**config.mk**
```make
export PLATFORM = sky130hd
export DESIGN_NAME = app_nch_ctrl
export DESIGN_NICKNAME = d
export VERILOG_FILES = /design/src/rtl/app_nch_ctrl.sv
export SDC_FILE = /design/constraint.sdc
export NUM_CORES = 1
export LEC_CHECK = 0
export CAP_MARGIN = 30
export CORE_MARGIN = 1.5
export CORE_UTILIZATION = 60
export CTS_BUF_LIST = sky130_fd_sc_hd__clkbuf_4 sky130_fd_sc_hd__clkbuf_8
export DETAILED_ROUTE_END_ITERATION = 6
export HOLD_SLACK_MARGIN = 0.06
export PLACE_DENSITY_LB_ADDON = 0.2
export SYNTH_ARGS = -nofsm -noshare
export SYNTH_HDL_FRONTEND = slang
export SYNTH_SLANG_ARGS = --single-unit
```
**constraint.sdc**
```tcl
create_clock -name clk -period 10.1 [get_ports clk]
set_input_delay 2.02 -clock clk [delete_from_list [all_inputs] [get_ports clk]]
set_output_delay 2.02 -clock clk [all_outputs]
set_load 0.05 [all_outputs]
```
**src/rtl/app_nch_ctrl.sv**
```systemverilog
// ---------------------------------------------------------------------------
// app_nch_ctrl
//   N-channel controller for the analog photon processor front end.
//   Each channel synchronises its comparator, measures time-over-threshold
//   (TOT) in clock cycles with an optional timeout, then re-arms the analog
//   channel with a timed rst_init pulse. Completed events are tagged
//   {ch, timeout, tot, meta}, arbitrated (lowest channel index first) and
//   buffered in a show-ahead FIFO.
//
// Ports
//   clk                system clock
//   resetb             asynchronous active-low reset, clears all state
//   vcomp[NCH]         asynchronous comparator outputs
//   ch_enable[NCH]     per-channel enable; low forces the channel to IDLE
//   timeout_enable     global timeout enable
//   timeout_threshold  timeout in cycles, 0 disables timeout
//   metadata           tag captured when an event starts
//   rst_init[NCH]      per-channel analog re-arm pulse
//   rd_en              pop head event (ignored when empty)
//   ev_valid           FIFO not empty
//   ev_data            head event {ch, timeout, tot, meta}, 0 when empty
//   fifo_full          FIFO holds FIFO_DEPTH entries
//   drop_count         events lost to a full FIFO, saturating at 255
// ---------------------------------------------------------------------------
module app_nch_ctrl #(
  parameter  int NCH        = 4,
  parameter  int CNT_W      = 16,
  parameter  int META_W     = 8,
  parameter  int FIFO_DEPTH = 8,
  parameter  int RST_CYC    = 4,
  localparam int CH_W       = (NCH > 1) ? $clog2(NCH) : 1,
  localparam int EV_W       = CH_W + 1 + CNT_W + META_W
) (
  input  logic              clk,
  input  logic              resetb,
  input  logic [NCH-1:0]    vcomp,
  input  logic [NCH-1:0]    ch_enable,
  input  logic              timeout_enable,
  input  logic [CNT_W-1:0]  timeout_threshold,
  input  logic [META_W-1:0] metadata,
  output logic [NCH-1:0]    rst_init,
  input  logic              rd_en,
  output logic              ev_valid,
  output logic [EV_W-1:0]   ev_data,
  output logic              fifo_full,
  output logic [7:0]        drop_count
);

  localparam int AW   = $clog2(FIFO_DEPTH);
  localparam int RC_W = (RST_CYC > 1) ? $clog2(RST_CYC) : 1;

  typedef enum logic [1:0] {
    ST_IDLE,
    ST_MEAS,
    ST_DONE,
    ST_RESET
  } ch_state_e;

  // Synchroniser and edge detect
  logic [NCH-1:0] sync1_q;
  logic [NCH-1:0] vs_q;
  logic [NCH-1:0] vs_prev_q;
  logic [NCH-1:0] rise;

  // Per-channel state
  ch_state_e         state_q [NCH];
  ch_state_e         state_d [NCH];
  logic [CNT_W-1:0]  cnt_q   [NCH];
  logic [CNT_W-1:0]  cnt_d   [NCH];
  logic [META_W-1:0] meta_q  [NCH];
  logic [META_W-1:0] meta_d  [NCH];
  logic [RC_W-1:0]   rcnt_q  [NCH];
  logic [RC_W-1:0]   rcnt_d  [NCH];
  logic [NCH-1:0]    flag_q;
  logic [NCH-1:0]    flag_d;

  // Arbitration / FIFO
  logic [NCH-1:0]    req;
  logic [NCH-1:0]    grant;
  logic [NCH-1:0]    drop_ev;
  logic              push;
  logic              pop;
  logic              push_ok;
  logic              found;
  logic [EV_W-1:0]   ev_in;
  logic [EV_W-1:0]   mem_q [FIFO_DEPTH];
  logic [AW-1:0]     wr_ptr_q;
  logic [AW-1:0]     rd_ptr_q;
  logic [AW:0]       count_q;
  logic [8:0]        ndrop;
  logic [8:0]        drop_sum;
  logic [7:0]        drop_d;
  logic [7:0]        drop_q;
  logic              to_armed;

  // -------------------------------------------------------------------------
  // Comparator synchronisers
  // -------------------------------------------------------------------------
  always_ff @(posedge clk or negedge resetb) begin
    if (!resetb) begin
      sync1_q   <= '0;
      vs_q      <= '0;
      vs_prev_q <= '0;
    end else begin
      sync1_q   <= vcomp;
      vs_q      <= sync1_q;
      vs_prev_q <= vs_q;
    end
  end

  assign rise     = vs_q & ~vs_prev_q;
  assign to_armed = timeout_enable && (timeout_threshold != '0);

  // -------------------------------------------------------------------------
  // Arbitration: one push per cycle, lowest channel index wins. When the
  // FIFO is full and not popping, every pending event is discarded.
  // -------------------------------------------------------------------------
  assign ev_valid  = (count_q != '0);
  assign fifo_full = (count_q == (AW+1)'(FIFO_DEPTH));
  assign pop       = rd_en && ev_valid;
  assign push_ok   = !fifo_full || pop;

  always_comb begin
    req     = '0;
    grant   = '0;
    drop_ev = '0;
    ev_in   = '0;
    found   = 1'b0;
    for (int unsigned i = 0; i < NCH; i++) begin
      req[i] = (state_q[i] == ST_DONE) && ch_enable[i];
    end
    if (push_ok) begin
      for (int unsigned i = 0; i < NCH; i++) begin
        if (req[i] && !found) begin
          grant[i] = 1'b1;
          found    = 1'b1;
          ev_in    = {CH_W'(i), flag_q[i], cnt_q[i], meta_q[i]};
        end
      end
    end else begin
      drop_ev = req;
    end
  end

  assign push = |grant;

  // -------------------------------------------------------------------------
  // Per-channel FSM next state. In MEAS a falling vs takes priority over the
  // timeout, so a fall on the threshold cycle reports a normal end. On
  // timeout cnt already equals the threshold, so cnt doubles as tot.
  // -------------------------------------------------------------------------
  always_comb begin
    for (int unsigned i = 0; i < NCH; i++) begin
      state_d[i] = state_q[i];
      cnt_d[i]   = cnt_q[i];
      meta_d[i]  = meta_q[i];
      rcnt_d[i]  = rcnt_q[i];
      flag_d[i]  = flag_q[i];
      if (!ch_enable[i]) begin
        state_d[i] = ST_IDLE;
      end else begin
        unique case (state_q[i])
          ST_IDLE: begin
            if (rise[i]) begin
              state_d[i] = ST_MEAS;
              cnt_d[i]   = CNT_W'(1);
              meta_d[i]  = metadata;
              flag_d[i]  = 1'b0;
            end
          end
          ST_MEAS: begin
            if (!vs_q[i]) begin
              state_d[i] = ST_DONE;
              flag_d[i]  = 1'b0;
            end else if (to_armed && (cnt_q[i] == timeout_threshold)) begin
              state_d[i] = ST_DONE;
              flag_d[i]  = 1'b1;
            end else if (cnt_q[i] != '1) begin
              cnt_d[i] = cnt_q[i] + CNT_W'(1);
            end
          end
          ST_DONE: begin
            if (grant[i] || drop_ev[i]) begin
              state_d[i] = ST_RESET;
              rcnt_d[i]  = RC_W'(RST_CYC - 1);
            end
          end
          ST_RESET: begin
            if (rcnt_q[i] == '0) begin
              state_d[i] = ST_IDLE;
            end else begin
              rcnt_d[i] = rcnt_q[i] - RC_W'(1);
            end
          end
          default: state_d[i] = ST_IDLE;
        endcase
      end
    end
  end

  always_ff @(posedge clk or negedge resetb) begin
    if (!resetb) begin
      for (int unsigned i = 0; i < NCH; i++) begin
        state_q[i] <= ST_IDLE;
        cnt_q[i]   <= '0;
        meta_q[i]  <= '0;
        rcnt_q[i]  <= '0;
      end
      flag_q <= '0;
    end else begin
      for (int unsigned i = 0; i < NCH; i++) begin
        state_q[i] <= state_d[i];
        cnt_q[i]   <= cnt_d[i];
        meta_q[i]  <= meta_d[i];
        rcnt_q[i]  <= rcnt_d[i];
      end
      flag_q <= flag_d;
    end
  end

  // rst_init is gated by the enable so it drops as soon as ch_enable falls
  always_comb begin
    rst_init = '0;
    for (int unsigned i = 0; i < NCH; i++) begin
      rst_init[i] = (state_q[i] == ST_RESET) && ch_enable[i];
    end
  end

  // -------------------------------------------------------------------------
  // Drop counter, saturating; several channels may drop on one edge
  // -------------------------------------------------------------------------
  always_comb begin
    ndrop = '0;
    for (int unsigned i = 0; i < NCH; i++) begin
      ndrop = ndrop + 9'(drop_ev[i]);
    end
    drop_sum = {1'b0, drop_q} + ndrop;
    drop_d   = (drop_sum > 9'd255) ? 8'hFF : drop_sum[7:0];
  end

  always_ff @(posedge clk or negedge resetb) begin
    if (!resetb) begin
      drop_q <= '0;
    end else begin
      drop_q <= drop_d;
    end
  end

  assign drop_count = drop_q;

  // -------------------------------------------------------------------------
  // Show-ahead event FIFO
  // -------------------------------------------------------------------------
  always_ff @(posedge clk) begin
    if (push) begin
      mem_q[wr_ptr_q] <= ev_in;
    end
  end

  always_ff @(posedge clk or negedge resetb) begin
    if (!resetb) begin
      wr_ptr_q <= '0;
      rd_ptr_q <= '0;
      count_q  <= '0;
    end else begin
      if (push) begin
        wr_ptr_q <= wr_ptr_q + AW'(1);
      end
      if (pop) begin
        rd_ptr_q <= rd_ptr_q + AW'(1);
      end
      unique case ({push, pop})
        2'b10:   count_q <= count_q + (AW+1)'(1);
        2'b01:   count_q <= count_q - (AW+1)'(1);
        default: count_q <= count_q;
      endcase
    end
  end

  assign ev_data = ev_valid ? mem_q[rd_ptr_q] : '0;

endmodule

```
### Port wiring, run 1

(2 px per um)
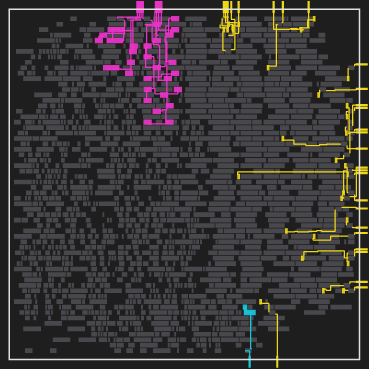
[magenta] metadata | bits: 8 | direction: input | edge: top | end cells: 32 | wire: 452 um
[yellow] ev_data | bits: 27 | direction: output | edge: 18 right, 8 top, 1 bottom | end cells: 27 | wire: 591 um
[cyan] rd_en | bits: 1 | direction: input | edge: bottom | end cells: 3 | wire: 31.8 um

### Clock wiring as the flow saved it, run 1

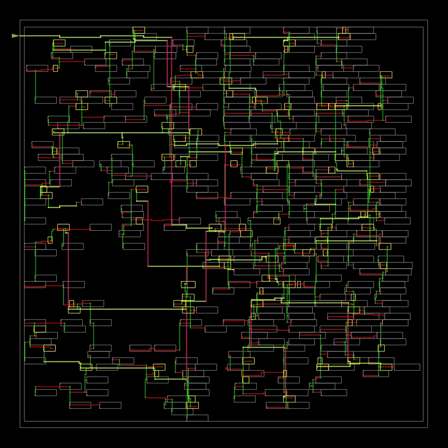
Sink Count: 362
clock group power: 1200 uW
worst-skew pair later-pin latency: 0.63 ns

### Close-up of the layout, run 1

Window x 121 to 141, y 121 to 141 um. Cells in gray, sequential cells in the stronger gray; small squares are vias.
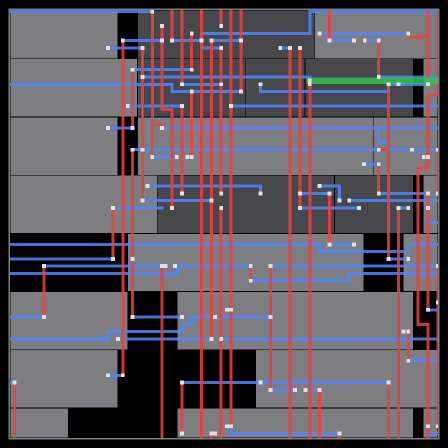
[green] M3
[blue] M1
[red] M2
most frequent: edfxtp_1 (8), mux4_2 (2), clkbuf_8 (2)
cells with their middle in the window: 14
netlist names of flops here include: mem_q (8)
sequential cells in the window: 8

==> run summary, run 1 <==
status = finished clean
Nets = 1,529
synth unique cells = 72
headroom to the max-slew limit = 24.8%
post-route ant nets = 0
number of global-route vias before repair = 11,700
final setup fails = 0
max incr delay on CP = 0.80 ns
largest class = sequential cells
final slew viol count = 0
cell count after placement = 1,784
Async SR Flop Fraction = 40.3%
post-CTS setup buffer count = 0
Hold WS = 0.353 ns
seq_cells = 362
die area = 30,400 um^2
CP arrival = 3.81 ns
ranking of synthesized cells by area = edfxtp_1, dfrtp_1, mux4_2
Tightest Hold Check Type = flip-flop to flip-flop
Setup TNS Final = 0 ns
RSZ-0062 raised after global routing = false
Critical Path RT = 8.08 ns
RePlAce Congestion = 0.935
CTS tree = built
Logic area = 6950 um^2
CTS Buffer Depth = 3
EDFF count, synth = 216
Yosys warning count = 0
initial antenna violation count = 0
Vias = 11,700
YS chip area = 17,600 um^2
PortBufs = 76
largest net degree at the start of global routing = 77
PostCTS Resize Cnt = 0
flop share of the area = 51.3%
register area share after synthesis = 57.5%
CP Max Fanout = 13
clk tree area frac = 5.61%
ys flop type = edfxtp_1
clock skew = 0.0349 ns
biggest regs = mem_q (216), cnt_q (64), meta_q (32)
highest metal used = met4
pre-CTS WS = 4.30 ns
DRT iter0 DRCs = 1,010
final WL = 39.5 mm
# fillers = 2,007
crit-path cells = clkdlybuf4s50_1 > nand2_1 > inv_1 > clkdlybuf4s50_1
# hold bufs at CTS = 0
Worst Hold Launch = sync1_q[2]
## run 1: per-stage QoR
| stage | area [um^2] | total power (uW) |
|---|---|---|
| floorplan | 17600 | 3470 |
| global placement | 18700 | 4000 |
| detailed placement | 18700 | 4060 |
| CTS | 19800 | 5260 |
| global route | 19800 | 5490 |
| finish | 19800 | 5230 |
## run 1: report_power, final
| part | internal (uW) | switching [uW] | total [uW] |
|---|---|---|---|
| sequential | 1860 | 231 | 2090 |
| combinational | 769 | 1170 | 1930 |
| clock | 626 | 574 | 1200 |
## run 1: final timing paths
check	to	cells after the start
worst max register to register	count_q[3]	14
worst min-delay path	vs_q[2]	0
worst min register to register	vs_q[2]	0
worst max-delay path	rst_init[2]	4
max in group asynchronous	cnt_q[21]	2
min in group asynchronous	cnt_q[39]	1
## run 1: worst max-delay path, delay by kind of cell
| kind | cells | cell delay (ns) |
|---|---|---|
| AND/OR/NAND/NOR | 1 | 0.17 |
| buffers and inverters | 3 | 1.62 |
## run 1: cells in the final DEF, fill, tap and decap left out, types with 11 or more instances in the layout
cell type,instances
o31ai_1,13
clkdlybuf4s50_1,75
mux2i_1,35
clkbuf_4,17
a22oi_1,18
and2_1,11
nor2_1,96
mux4_2,54
nand4_1,17
dfrtp_1,144
nor3_1,15
o211ai_1,29
xor2_1,46
buf_4,19
or4_1,17
o21ai_0,37
o22a_1,13
a221oi_1,16
clkbuf_8,61
ha_1,30
xnor2_1,29
nand3_1,60
mux2_2,35
a21oi_1,30
inv_1,48
nand2_1,121
a211o_1,12
clkinv_2,11
and3_1,18
nor4_1,15
edfxtp_1,216
## run 1: kinds of logic after synthesis
| family | after synthesis |
|---|---|
| buf+inv | 145 |
| mux | 124 |
| flops | 362 |
| fa+ha+maj | 34 |
| compound gates | 236 |
| xor+xnor | 75 |
| simple gates | 425 |
--- run 2 (diff from run 1) ---
--- a/config.mk
+++ b/config.mk
@@ -7,7 +7,7 @@
 export LEC_CHECK = 0
 export CAP_MARGIN = 30
 export CORE_MARGIN = 1.5
-export CORE_UTILIZATION = 60
+export CORE_UTILIZATION = 57
 export CTS_BUF_LIST = sky130_fd_sc_hd__clkbuf_4 sky130_fd_sc_hd__clkbuf_8
 export DETAILED_ROUTE_END_ITERATION = 6
 export HOLD_SLACK_MARGIN = 0.06
==> constraint.sdc (replaced) <==
create_clock -name clk -period 5.2 [get_ports clk]
set_input_delay 1.04 -clock clk [delete_from_list [all_inputs] [get_ports clk]]
set_output_delay 1.04 -clock clk [all_outputs]
set_load 0.05 [all_outputs]
### Close-up of the layout, run 2

Window x 124 to 144, y 124 to 144 um. Cells in gray, sequential cells in the stronger gray; small squares are vias.
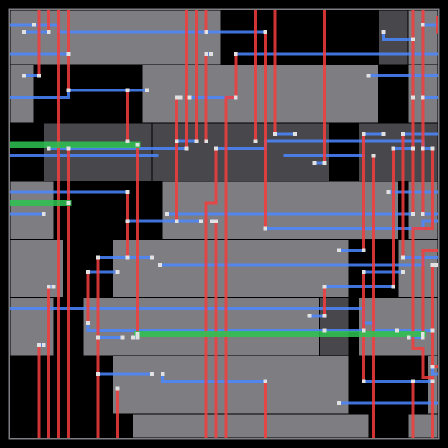
[red] M2
[blue] M1
[green] M3
most frequent: edfxtp_1 (6), clkinv_1 (2)
netlist names of flops here include: mem_q (6)
sequential cells in the window: 6
cells with their middle in the window: 10

==> run summary, run 2 <==
EDFF count, synth = 216
CTS Buffer Depth = 3
ys flop type = edfxtp_1
Setup TNS Final = 0 ns
clock network fraction of total power = 23.4%
Worst Hold Launch = sync1_q[1]
Net Sw Power = 3800 uW
cell with the most instances after synthesis = edfxtp_1
Sink Count = 362
Internal Power = 6440 uW
clock skew = 0.0413 ns
register area share after synthesis = 57.5%
Combinational Power Share = 36.2%
final WL = 40.6 mm
Tightest Hold Check Type = flip-flop to flip-flop
crit path to = ev_data[24]
final slew viol count = 0
initial antenna violation count = 0
sequential fraction of design power = 40.3%
first-pass GRT wire length = 63.9 mm
ranking of synthesized cells by area = edfxtp_1, dfrtp_1, mux4_2
post-CTS setup buffer count = 0
PortBufs = 76
final setup fails = 0
pre-CTS WS = 0.727 ns
critical path's slowest cell = dfrtp_4
Reg2Reg Capture Point = count_q[3]
Worst Hold Endpoint = vs_q[1]
number of global-route vias before repair = 11,400
Switching Share = 37.1%
DRT iter0 DRCs = 1,002
Worst Reg2Reg Path Length in Cells = 13
most common logic cell in the routed design = edfxtp_1
headroom to the max-slew limit = 34.5%
Vias = 11,900
RePlAce Congestion = 0.920
Top Layout Cells = edfxtp_1, dfrtp_1, nand2_1
Hold WS = 0.350 ns
largest net degree at the start of global routing = 78
Nets = 1,540
Async SR Flop Fraction = 40.3%
total chip power = 10,200 uW
Yosys warning count = 0
Hold Path Stages = 0
worst-skew pair later-pin latency = 0.62 ns
CP Max Fanout = 30
RSZ-0062 raised after global routing = false
status = finished clean
die area = 32,000 um^2
YS chip area = 17,600 um^2
CTS tree = built
synth unique cells = 72
crit-path cells = buf_12 > mux4_2 > mux2i_1 > nor2_1 > clkdlybuf4s50_1
run 2: cell counts after synthesis:
Identical to the previous run, type by type.
run 2: layer usage:
| metal | part of all wire, % | GRT usage (%) | wire (um) |
|---|---|---|---|
| met1 | 43 | 37.1 | 17400 |
| met3 | 6.3 | 3.58 | 2550 |
| met2 | 48 | 42.0 | 19600 |
| met5 | 0 | 0 | 0 |
| met4 | 2.6 | 7.88 | 1060 |
run 2: through the flow:
stage | instance area (um^2) | cells
final | 20000 | 1909
after global routing | 20000 | 1909
after CTS | 19900 | 1908
after detailed placement | 18800 | 1807
after global placement | 18800 | 1807
after floorplan | 17600 | 1401
run 2: power groups by stage:
stage               Combinational [uW]  Sequential (uW)  Clock (uW)
finish                            3710             4130        2400
global route                      4020             4200        2570
CTS                               3730             4130        2450
detailed placement                3720             4190           0
global placement                  3650             4160           0
floorplan                         2850             3890           0
run 2: cell type report:
cell class                      instances  area (um^2)
Fill cell                            2277        10600
Sequential cell                       362        10100
Multi-Input combinational cell        894         6940
Clock buffer                           87         1060
Timing Repair Buffer                  108         1030
Tap cell                              396          495
Inverter                               48          180
Clock inverter                         14         96.3
run 2: cell families (layout without fill, tap and decap cells):
logic type / count (synthesis) / after routing / synth area share [%]
muxes: 124 / 124 / 11.1
DFF: 362 / 362 / 57.5
buffers and inverters: 145 / 257 / 3.30
adders and majority gates: 34 / 34 / 2.58
and+or+nand+nor: 425 / 425 / 12.0
xor gates and xnor gates: 75 / 75 / 3.73
AOI/OAI and AO/OA: 236 / 236 / 9.77
run 2: critical path, delay by kind of cell (launching register included):
kind | cells | cell delay (ns)
buffers and inverters | 2 | 1.05
DFF | 1 | 0.79
muxes | 2 | 0.78
and+or+nand+nor | 1 | 0.08
Power figures rest on the tool's default switching activity, not on a simulated workload.
